--- src/rtl/hazard_ctrl.sv ---
// hazard_ctrl: pipeline hazard and redirect controller.
// Drives the backward-flowing stall/flush controls for the IF/ID and ID/EX
// pipeline registers. It handles three cases:
//   - load-use hazards,
//   - dependents of an in-flight mult/div (HI/LO busy tracking),
//   - squashes caused by a redirect resolved in EX.
// Optional feature macro: HAZARD_STATS_EN adds the StatsClr input and the
// StallCount/FlushCount saturating event counters.
module hazard_ctrl #(
  parameter int unsigned MD_LATENCY = 4,
  parameter int unsigned CNT_W      = 4
) (
  input  logic             Clk,
  input  logic             Rst,
  input  logic [4:0]       RsId,
  input  logic [4:0]       RtId,
  input  logic             UseRsId,
  input  logic             UseRtId,
  input  logic             HiLoReadId,
  input  logic             MulDivId,
  input  logic             MemReadEx,
  input  logic             RegWriteEx,
  input  logic [4:0]       RegDstEx,
  input  logic             MulDivStartEx,
  input  logic             RedirectEx,
  output logic             PCWrite,
  output logic             IFIDWrite,
  output logic             IFIDFlush,
  output logic             IDEXFlush,
  output logic             MulDivBusy
`ifdef HAZARD_STATS_EN
  ,
  input  logic             StatsClr,
  output logic [31:0]      StallCount,
  output logic [31:0]      FlushCount
`endif
);

  typedef enum logic [0:0] {
    ST_IDLE    = 1'b0,
    ST_MD_BUSY = 1'b1
  } state_e;

  localparam int unsigned STAT_W = 32;
  localparam logic [CNT_W-1:0] MD_RELOAD = CNT_W'(MD_LATENCY - 1);
  localparam logic [CNT_W-1:0] CNT_ONE   = CNT_W'(1);

  state_e           state_q, state_d;
  logic [CNT_W-1:0] cnt_q, cnt_d;

  logic lu_hazard;
  logic md_hazard;

  assign MulDivBusy = (state_q == ST_MD_BUSY);

  // Hazard detection: a load into a non-zero register that ID reads, or an
  // HI/LO consumer (or another mult/div) while the unit is busy.
  always_comb begin
    lu_hazard = 1'b0;
    md_hazard = 1'b0;
    if (MemReadEx && RegWriteEx && (RegDstEx != 5'd0)) begin
      lu_hazard = (UseRsId && (RsId == RegDstEx)) ||
                  (UseRtId && (RtId == RegDstEx));
    end
    md_hazard = MulDivBusy && (HiLoReadId || MulDivId);
  end

  // Stall/flush outputs; a redirect squashes ID so any stall is dropped.
  always_comb begin
    PCWrite   = 1'b1;
    IFIDWrite = 1'b1;
    IFIDFlush = 1'b0;
    IDEXFlush = 1'b0;
    if (RedirectEx) begin
      IFIDFlush = 1'b1;
      IDEXFlush = 1'b1;
    end else if (lu_hazard || md_hazard) begin
      PCWrite   = 1'b0;
      IFIDWrite = 1'b0;
      IDEXFlush = 1'b1;
    end
  end

  // Mult/div busy tracker next state; an issue while busy reloads the count.
  always_comb begin
    state_d = state_q;
    cnt_d   = cnt_q;
    unique case (state_q)
      ST_IDLE: begin
        if (MulDivStartEx) begin
          state_d = ST_MD_BUSY;
          cnt_d   = MD_RELOAD;
        end
      end
      ST_MD_BUSY: begin
        if (MulDivStartEx) begin
          cnt_d = MD_RELOAD;
        end else if (cnt_q <= CNT_ONE) begin
          state_d = ST_IDLE;
          cnt_d   = '0;
        end else begin
          cnt_d = cnt_q - CNT_ONE;
        end
      end
      default: begin
        state_d = ST_IDLE;
        cnt_d   = '0;
      end
    endcase
  end

  // Busy tracker state register.
  always_ff @(posedge Clk or posedge Rst) begin
    if (Rst) begin
      state_q <= ST_IDLE;
      cnt_q   <= '0;
    end else begin
      state_q <= state_d;
      cnt_q   <= cnt_d;
    end
  end

`ifdef HAZARD_STATS_EN
  logic [STAT_W-1:0] stall_cnt_q, stall_cnt_d;
  logic [STAT_W-1:0] flush_cnt_q, flush_cnt_d;

  assign StallCount = stall_cnt_q;
  assign FlushCount = flush_cnt_q;

  // Saturating event counters; clear wins over increment.
  always_comb begin
    stall_cnt_d = stall_cnt_q;
    flush_cnt_d = flush_cnt_q;
    if (StatsClr) begin
      stall_cnt_d = '0;
      flush_cnt_d = '0;
    end else begin
      if (!PCWrite && (stall_cnt_q != '1)) begin
        stall_cnt_d = stall_cnt_q + STAT_W'(1);
      end
      if (IFIDFlush && (flush_cnt_q != '1)) begin
        flush_cnt_d = flush_cnt_q + STAT_W'(1);
      end
    end
  end

  // Event counter registers.
  always_ff @(posedge Clk or posedge Rst) begin
    if (Rst) begin
      stall_cnt_q <= '0;
      flush_cnt_q <= '0;
    end else begin
      stall_cnt_q <= stall_cnt_d;
      flush_cnt_q <= flush_cnt_d;
    end
  end
`endif

endmodule
--- config.mk ---
export PLATFORM = sky130hd
export DESIGN_NAME = hazard_ctrl
export DESIGN_NICKNAME = d
export VERILOG_FILES = /design/src/rtl/hazard_ctrl.sv
export SDC_FILE = /design/constraint.sdc
export NUM_CORES = 1
export LEC_CHECK = 0
export CAP_MARGIN = 20
export CELL_PAD_IN_SITES_DETAIL_PLACEMENT = 1
export CELL_PAD_IN_SITES_GLOBAL_PLACEMENT = 2
export CORE_MARGIN = 1
export CORE_UTILIZATION = 17
export CTS_CLUSTER_DIAMETER = 150
export DETAILED_ROUTE_END_ITERATION = 7
export GPL_TIMING_DRIVEN = 0
export HOLD_SLACK_MARGIN = 0.02
export PLACE_DENSITY = 0.87
export SLEW_MARGIN = 0
export SYNTH_ARGS = -nofsm -noshare
export SYNTH_HDL_FRONTEND = slang
export SYNTH_SLANG_ARGS = --single-unit
--- constraint.sdc ---
create_clock -name Clk -period 2.9 [get_ports Clk]
set_input_delay 0.725 -clock Clk [delete_from_list [all_inputs] [get_ports Clk]]
set_output_delay 0.725 -clock Clk [all_outputs]
set_load 0.005 [all_outputs]
**Cell area per tile**

Drawn at 8 px/um. 11 x 11 tiles, from white (low) to dark blue (high), 0 to 100% covered.
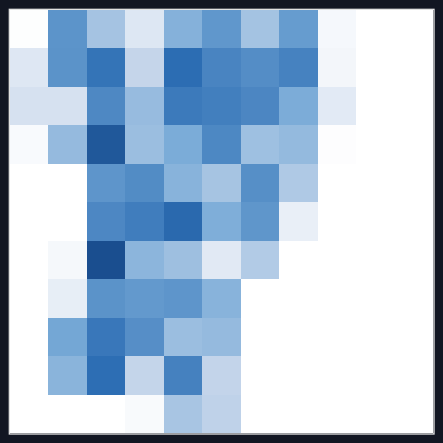
densest ninth of the die = top middle
fullest tile = 88%
emptiest ninth of the die = bottom right
tiles over 75% full = 4.1%
mean over tiles = 26%
nearly empty tiles = 42%
Core Util, Final: 31.4%
core area: 0.00245 sq mm
Core Density at Floorplan: 17.9%

**Clock distribution**

Drawn at 8 px/um.
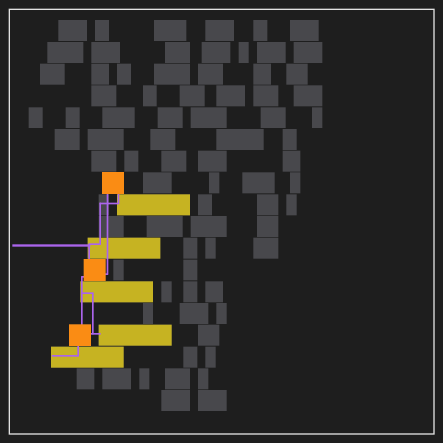
cells driving clock nets -> orange  # count 3
clock wires -> purple  # length 58.4 um
flip-flops -> yellow  # count 5
routed clock nets = 4
Clock net power: 0.0000759 W
post-route clock skew: 0.000587 ns
insertion delay at the late pin of the worst-skew pair: 0.23 ns
relative contribution of the clock network to total power: 21.2%

**M1 wires**

Drawn at 4 px/um. Supply wires on this layer in grey.
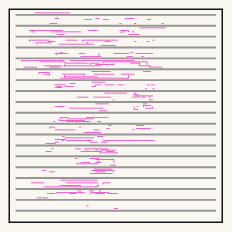
main direction = horizontal
longest straight run = 17.0 um
share of all routed wire = 40%
wire length on this layer = 541 um
nets with wire on the layer = 101
Final Routed Wirelength: 1.34 mm
vias after detailed routing: 476

**Nets reached from selected ports**

Drawn at 8 px/um.
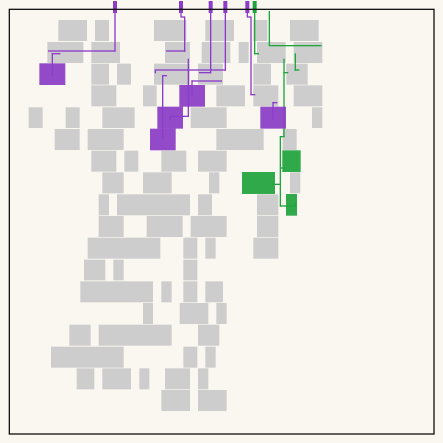
RtId -> purple  # direction input, edge top, end cells 5, wire 87.2 um
RedirectEx -> green  # direction input, edge top, end cells 3, wire 41.8 um
number of buffers added on ports: 29
number of ports placed on the die boundary: 30

==> impl_results.html <==
<h2>Synthesis and place &amp; route</h2>
<table>
<tr><th>Metric</th><th>Value</th></tr>
<tr><th colspan="2">GRT</th></tr>
<tr><td>Initial antenna violation count</td><td>0</td></tr>
<tr><td>Routing usage on met2</td><td>16.5%</td></tr>
<tr><td>Met1 GRT Util</td><td>between 10% and 20%</td></tr>
<tr><td>First-pass GRT wire length</td><td>slightly above 2 mm</td></tr>
<tr><td>Overflow left after global routing</td><td>0</td></tr>
<tr><td>GR Util met3</td><td>0.862%</td></tr>
<tr><td>Overall Global Routing Usage</td><td>approximately a tenth</td></tr>
<tr><td>Number of global-route vias before repair</td><td>484</td></tr>
<tr><td>Largest net degree at the start of global routing</td><td>6</td></tr>
<tr><th colspan="2">Final layout</th></tr>
<tr><td>Area-dominant cell class after layout</td><td>logic gates</td></tr>
<tr><td>Clock tree buffer count of the final layout</td><td>4</td></tr>
<tr><td>Flops</td><td>5</td></tr>
<tr><td>N_diodes</td><td>0</td></tr>
<tr><td>Layout non-clock buf frac</td><td>around a third</td></tr>
<tr><td>Layout overhead on the synthesized area</td><td>75.0%</td></tr>
<tr><td>Cell area after layout</td><td>771 sq um</td></tr>
<tr><td>Comb gate area</td><td>304 sq um</td></tr>
<tr><td>Share of post-route cells with drive strength above 1</td><td>23.8%</td></tr>
<tr><td>Share of cell area taken by flip-flops and latches</td><td>between 15 and 20%</td></tr>
<tr><td>Plain + repair buffers</td><td>31</td></tr>
<tr><td>Non-clock inverter instance count of the final layout</td><td>4</td></tr>
<tr><td>Storage cell area</td><td>roughly 130 sq um</td></tr>
<tr><td>Fin nets</td><td>112</td></tr>
<tr><td>Filler cell count in the final layout</td><td>298</td></tr>
<tr><td>Proportion of cell area spent on the clock network</td><td>3.41%</td></tr>
<tr><th colspan="2">Detailed routing</th></tr>
<tr><td>Routed length on met1</td><td>between 500 and 600 um</td></tr>
<tr><td>Final routed wire length divided by cell count</td><td>about 12 um</td></tr>
<tr><td>DRC</td><td>0</td></tr>
<tr><td>Met3 wire length</td><td>9 um</td></tr>
<tr><td>Post-detailed-route count of antenna-violating nets</td><td>0</td></tr>
<tr><td>Number of DRC violations after detailed-routing iteration 0</td><td>4</td></tr>
<tr><td>Total met2 wirelength after detailed routing</td><td>791 um</td></tr>
<tr><td>Detailed Routing Iterations Pass 1</td><td>4</td></tr>
<tr><td>Highest routed layer</td><td>met3</td></tr>
<tr><td>Avg Vias per Cell</td><td>4.18</td></tr>
<tr><th colspan="2">Min path</th></tr>
<tr><td>Hold path endpoint</td><td>cnt_q[1]</td></tr>
<tr><td>Worst min-delay path class</td><td>reg2reg</td></tr>
<tr><td>Worst hold stages</td><td>2</td></tr>
<tr><td>Worst min-delay path startpoint</td><td>cnt_q[1]</td></tr>
<tr><th colspan="2">Setup path</th></tr>
<tr><td>Worst setup startpoint</td><td>RsId[0]</td></tr>
<tr><td>Reg2Reg Launch Point</td><td>cnt_q[0]</td></tr>
<tr><td>Critical R2R Capture</td><td>cnt_q[0]</td></tr>
<tr><td>Kind of end point of the critical path</td><td>primary output</td></tr>
<tr><td>Maximum net fanout on the critical path</td><td>2</td></tr>
<tr><td>Worst endpoint data arrival time</td><td>around 2.1 ns</td></tr>
<tr><td>Startpoint-to-endpoint class of the critical path</td><td>in2out</td></tr>
<tr><td>Sort of element at the start of the critical path</td><td>primary input</td></tr>
<tr><th colspan="2">Die</th></tr>
<tr><td>Number of tap cells added at floorplan</td><td>30</td></tr>
<tr><td>Area of the die</td><td>0.00280 sq mm</td></tr>
<tr><td>DIE HEIGHT</td><td>roughly 53 um</td></tr>
<tr><td>Die width</td><td>52.9 um</td></tr>
<tr><th colspan="2">Final timing</th></tr>
<tr><td>Number of failing setup endpoints in the final timing report</td><td>0</td></tr>
<tr><td>Number of max-slew violations in the final report</td><td>0</td></tr>
<tr><td>Slew HR</td><td>68.4%</td></tr>
<tr><td>Fin worst setup slack</td><td>about 0.078 ns</td></tr>
<tr><td>Measured slew at the worst slew-check pin</td><td>approximately 0.47 ns</td></tr>
<tr><td>Minimum period implied by the final worst setup slack</td><td>2.82 ns</td></tr>
<tr><td>Post-Route Setup TNS</td><td>0 ns</td></tr>
<tr><td>Final Cycle Share</td><td>between 90 and 100%</td></tr>
<tr><td>Maximum clock frequency</td><td>about 350 MHz</td></tr>
<tr><th colspan="2">Job</th></tr>
<tr><td>Number of warnings in the stage logs</td><td>28</td></tr>
<tr><td>Tally of max-capacitance violations</td><td>0</td></tr>
<tr><th colspan="2">Clock network</th></tr>
<tr><td>Post-CTS repair timing setup buffer count</td><td>1</td></tr>
<tr><td>Buffers from clock root to sink, at most</td><td>2</td></tr>
<tr><td>TritonCTS clock tree</td><td>yes</td></tr>
<tr><td>Total of hold buffers inserted after clock tree synthesis</td><td>0</td></tr>
<tr><td>Maximum level of the CTS H-tree</td><td>1</td></tr>
<tr><td>Inserted Clock Buffers</td><td>3</td></tr>
<tr><td>CTS Root Buffer Type</td><td>sky130_fd_sc_hd__clkbuf_4</td></tr>
<tr><td>Cell resize tally after clock tree synthesis</td><td>28</td></tr>
<tr><td>Num Clock Sinks</td><td>5</td></tr>
<tr><th colspan="2">Synth</th></tr>
<tr><td>Synth top area cells</td><td>sky130_fd_sc_hd__dfrtp_1 28%, sky130_fd_sc_hd__xor2_1 16%, sky130_fd_sc_hd__nor2_1 6.0%</td></tr>
<tr><td>Post-synth tally of flip-flops with integrated enable</td><td>0</td></tr>
<tr><td>Mean instance size in the synthesized netlist</td><td>8.64 sq um</td></tr>
<tr><td>Number of synthesized register bits</td><td>5</td></tr>
<tr><td>Yosys Chip Area</td><td>440 sq um</td></tr>
<tr><td>Tally of unique sky130hd cells used after synthesis</td><td>23</td></tr>
<tr><td>Syn nets</td><td>around 80</td></tr>
<tr><td>Leading cell type by number of instances after synthesis</td><td>sky130_fd_sc_hd__xor2_1</td></tr>
<tr><td>Yosys Instances</td><td>51</td></tr>
<tr><td>Number of standard cells after synthesis</td><td>51</td></tr>
<tr><td>Number of warnings issued by yosys</td><td>0</td></tr>
<tr><td>Post-synthesis sequential area ratio</td><td>between 20% and 30%</td></tr>
<tr><td>Cell area after synthesis</td><td>around 440 sq um</td></tr>
<tr><td>Dominant register cell</td><td>sky130_fd_sc_hd__dfrtp_1</td></tr>
<tr><th colspan="2">Power</th></tr>
<tr><td>Switching power</td><td>0.000128 W</td></tr>
<tr><td>Switching part of the total</td><td>35.8%</td></tr>
<tr><td>Cell-internal power</td><td>0.000230 W</td></tr>
<tr><td>Pwr dens</td><td>between 400 and 500 mW/mm^2</td></tr>
<tr><td>PnR Total Power</td><td>0.000358 W</td></tr>
<tr><td>Sequential share of power</td><td>31.6%</td></tr>
<tr><td>Power share of the combinational group</td><td>47.2%</td></tr>
<tr><th colspan="2">Placement</th></tr>
<tr><td>Placed Area</td><td>768 sq um</td></tr>
<tr><td>Routability cong.</td><td>between 0.6 and 0.7</td></tr>
<tr><td>Post-detailed-placement half-perimeter wirelength</td><td>1.16 mm</td></tr>
<tr><td>Number of placed instances with taps included</td><td>110</td></tr>
<tr><th colspan="2">Outcome</th></tr>
<tr><td>Result of the run</td><td>completed</td></tr>
</table>
-- cells by family after synthesis --
logic type / synth area share (%)
XOR/XNOR: 19.9
AND-OR/OR-AND: 13.4
multiplexers: 2.27
flip-flops: 28.4
adder cells (fa/ha/maj): 5.68
AND/OR/NAND/NOR: 23.6
buffers and inverters: 6.82
-- power groups by stage --
stage / Combinational, W / Sequential, W / Clock, W
after global routing: 0.000191 / 0.000116 / 0.0000837
after detailed placement: 0.000185 / 0.000114 / 0
final: 0.000169 / 0.000113 / 0.0000759
after CTS: 0.000174 / 0.000114 / 0.0000804
after floorplan: 0.0000942 / 0.000108 / 0
after global placement: 0.000177 / 0.000111 / 0
-- critical path: stages --
cell and delay (ns):
sky130_fd_sc_hd__clkdlybuf4s50_1 0.43, sky130_fd_sc_hd__xnor2_1 0.21, sky130_fd_sc_hd__a32oi_2 0.14, sky130_fd_sc_hd__o41a_1 0.43
sky130_fd_sc_hd__buf_2 0.16
-- sequential cells by signal, summed over array words and instances, names as in the netlist --
name,flops
MulDivBusy,1
cnt_q,4
-- worst max-delay path by stage --
stage | slack [ns] | end
after floorplan | 0.34 | PCWrite
after global placement | -0.70 | PCWrite
after detailed placement | -0.71 | PCWrite
after CTS | -0.03 | PCWrite
after global routing | 0.02 | IFIDWrite
final | 0.08 | IFIDWrite
-- cells in the final DEF (no fill, tap or decap), drive strengths merged, types with 2 or more instances in the layout --
master,n
o31ai,2
nor4,3
nor2,7
dlymetal6s2s,2
ha,2
clkdlybuf4s50,12
dlygate4sd2,3
xor2,8
clkbuf,11
buf,5
xnor2,2
a21oi,2
inv,4
dfrtp,5
nand2,3
clkdlybuf4s15,2
Power and IR drop assume default switching activity.
